==> config.mk <==
export PLATFORM = sky130hd
export DESIGN_NAME = first_one_sequencer
export DESIGN_NICKNAME = d
export VERILOG_FILES = /design/src/rtl/first_one_sequencer.sv
export SDC_FILE = /design/constraint.sdc
export NUM_CORES = 1
export LEC_CHECK = 0
export CORE_UTILIZATION = 40
export DETAILED_ROUTE_END_ITERATION = 10
export PLACE_DENSITY_LB_ADDON = 0.05
export SLEW_MARGIN = 20
export SYNTH_ARGS = -nofsm -noshare
export SYNTH_HDL_FRONTEND = slang
export SYNTH_SLANG_ARGS = --single-unit
==> constraint.sdc <==
create_clock -name clock -period 2.5 [get_ports clock]
set_input_delay 0.5 -clock clock [delete_from_list [all_inputs] [get_ports clock]]
set_output_delay 0.5 -clock clock [all_outputs]
set_load 0.05 [all_outputs]
==> src/rtl/first_one_sequencer.sv <==
// first_one_sequencer: emits the set bits of an accepted vector one beat at a time, lowest first.
// Optional popcount output `remaining` enabled by macro FIRST_ONE_SEQUENCER_REMAINING_EN.
module first_one_sequencer #(
    parameter int WIDTH = 8,
    localparam int INDEX_WIDTH = $clog2(WIDTH)
) (
    input  logic                   clock,
    input  logic                   reset,
    input  logic                   data_valid,
    output logic                   data_ready,
    input  logic [WIDTH-1:0]       data,
    output logic                   one_valid,
    input  logic                   one_ready,
    output logic [WIDTH-1:0]       one_hot,
    output logic [INDEX_WIDTH-1:0] one_index,
    output logic                   one_last
`ifdef FIRST_ONE_SEQUENCER_REMAINING_EN
    ,
    output logic [$clog2(WIDTH+1)-1:0] remaining
`endif
);
    typedef enum logic {IDLE, ITERATE} state_t;
    state_t                 state;
    logic [WIDTH-1:0]       pending;
    logic [WIDTH-1:0]       lowest;
    logic [INDEX_WIDTH-1:0] lowest_index;
    always_comb begin
        lowest_index = '0;
        for (int i = WIDTH - 1; i >= 0; i--)
            if (pending[i]) lowest_index = INDEX_WIDTH'(i);
    end
    // pending is never zero in ITERATE, so these are only meaningful there
    assign lowest     = pending & (~pending + WIDTH'(1));
    assign data_ready = !reset && state == IDLE;
    assign one_valid  = !reset && state == ITERATE;
    assign one_hot    = one_valid ? lowest : '0;
    assign one_index  = one_valid ? lowest_index : '0;
    assign one_last   = one_valid && (pending & (pending - WIDTH'(1))) == '0;
    always_ff @(posedge clock) begin
        if (reset) begin
            state   <= IDLE;
            pending <= '0;
        end else if (data_ready) begin
            if (data_valid && data != '0) begin
                pending <= data;
                state   <= ITERATE;
            end
        end else if (one_ready) begin
            pending <= pending & ~lowest;
            if (one_last) state <= IDLE;
        end
    end
`ifdef FIRST_ONE_SEQUENCER_REMAINING_EN
    localparam int RW = $clog2(WIDTH + 1);
    logic [RW-1:0] count;
    always_comb begin
        count = '0;
        for (int i = 0; i < WIDTH; i++) count = count + RW'(pending[i]);
    end
    assign remaining = one_valid ? count : '0;
`endif
endmodule

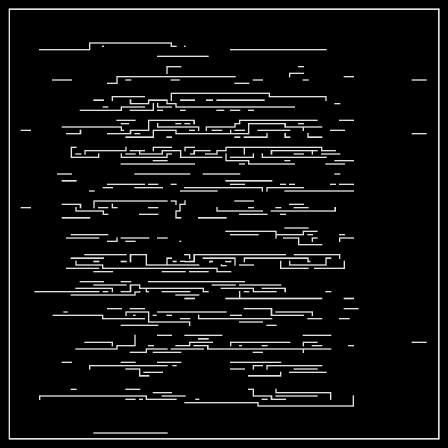
(images/layer_met1.png)
share of all routed wire = 44%
main direction = horizontal
nets with wire on the layer = 118

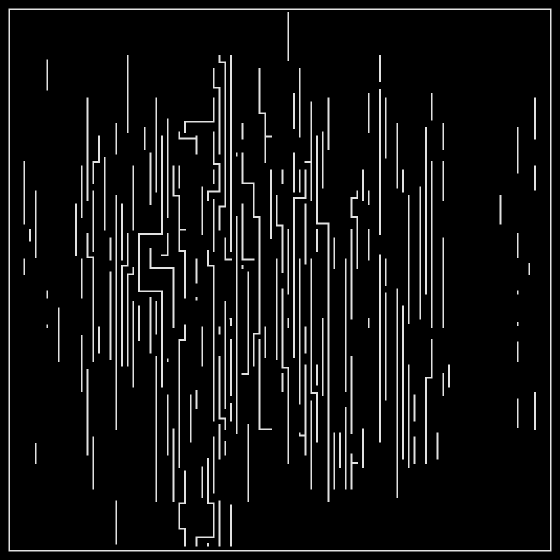
(images/layer_met2.png)
nets with wire on the layer = 119
share of all routed wire = 50%
main direction = vertical

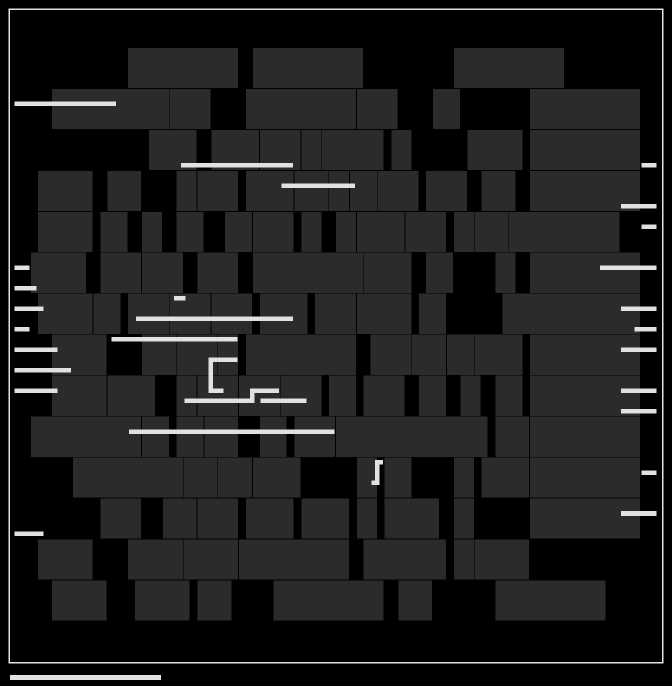
(images/layer_met3.png)
The bar under the picture is 10 µm long. Cells faint in the background.
wire length on this layer = 98.8 µm
share of all routed wire = 5.3%

==> metrics.cfg <==
[logic_synthesis]
ff_type = dfxtp_1
yosys.area_share.simple_pct = 30.28
yosysTopAreaCell = dfxtp_1
yosys.area.top_type_share_pct = 26.42
async_reset_ff_share_pct = 0
top_logic_kind = AND-OR/OR-AND gates
synth-edff-count = 0
fp_nets = 104
synthTopCellsByCount = dfxtp_1, inv_1, nand2b_1

[detailed_routing]
ant_nets = 0
routed.top_layer = met4
dr_wl_met2_um = 921
routed_wl_mm = 1.855
vias = 815
wl_met3_um = 98
drt_iter0_drc = 16
drc = 0

[power]
vdd_ir_drop_max_mv = 0.3002
power-per-cell-area_nw_per_um2 = 432.3
power.leakage_nw = 0.4509

[floorplanning]
ios = 26
die_w_um = 43.29
die_h_um = 43.29
core_area_um2 = 1541
core_util_floorplan_pct = 44.24

[setup_path]
crit_top_cell = nor3_2
path_class = reg -> out
start_kind = flop
reg2regPathDepth = 5
crit_slowest_cell = or4_4
rr_startpoint = pending[0]
crit_required_ns = 2.00
crit_chain = or4_4 -> a2111oi_4 -> nor3_2 -> nor3_2 -> clkbuf_16
rr_endpoint = state

[global_routing]
grt_pass1_wl_mm = 3.077
grt_max_degree = 17
grt.met1_usage_pct = 27.13
antenna_found_initial = 0
grt_pass1_vias = 726

[timing]
setup_tns_ns = 0
skew_ns = 0.0005927
fin_crit_sh_pct = 99.73
setup-violations-final = 0
worstMarginPinSlew_ns = 0.3965

[clocking]
cts_buffer_depth = 2
htree_levels = 1
cts_buffers = 3
cts_tree = yes
path_clk_slew_ns = 0.06

[final_layout]
num-clock-buffers = 4
logic_area_um2 = 480.5
sh_comb_area_pct = 40.00
layout.cells.non_filler = 139
seqAreaFraction_pct = 15.10
num_antenna_cells = 0
area_delta_synth_final_pct = 76.15
logic_gate_count = 68
inverters = 8
num-fill-cells = 111
layout_top_cell = buf_12
final_cell_area_um2 = 1201
seq_area_um2 = 181.4
clk_share_pct = 2.188

[placed_design]
portBuffers = 25
place.gp.congestion = 0.8409
place_inst = 133

[worst_hold_path]
whs_endpoint = pending[3]

[status]
status = complete, no violations

[job]
tool_warnings = 29

[registers in the layout (all words and copies together), names as in the netlist]
signal and flops:
pending 8, state 1
[worst max-delay path, delay by kind of cell (launching register included)]
kind / cells / cell delay [ns]
AND-OR/OR-AND: 1 / 0.33
buffers and inverters: 1 / 0.20
flip-flops: 1 / 0.32
AND/OR/NAND/NOR: 3 / 0.89
[report_power, final]
group | leakage, nW | total, mW | switching (mW) | internal (mW)
Clock | 0.0150 | 0.111 | 0.0498 | 0.0614
Sequential | 0.0743 | 0.178 | 0.0226 | 0.156
Combinational | 0.362 | 0.230 | 0.118 | 0.112
[what timing repair did]
action | CTS | global route
setup endpoints to repair | 1 | 1
pin swaps | 4 | 1
gates resized | 4 | 2
setup buffers | 2 | 0
Power and IR drop assume default switching activity.
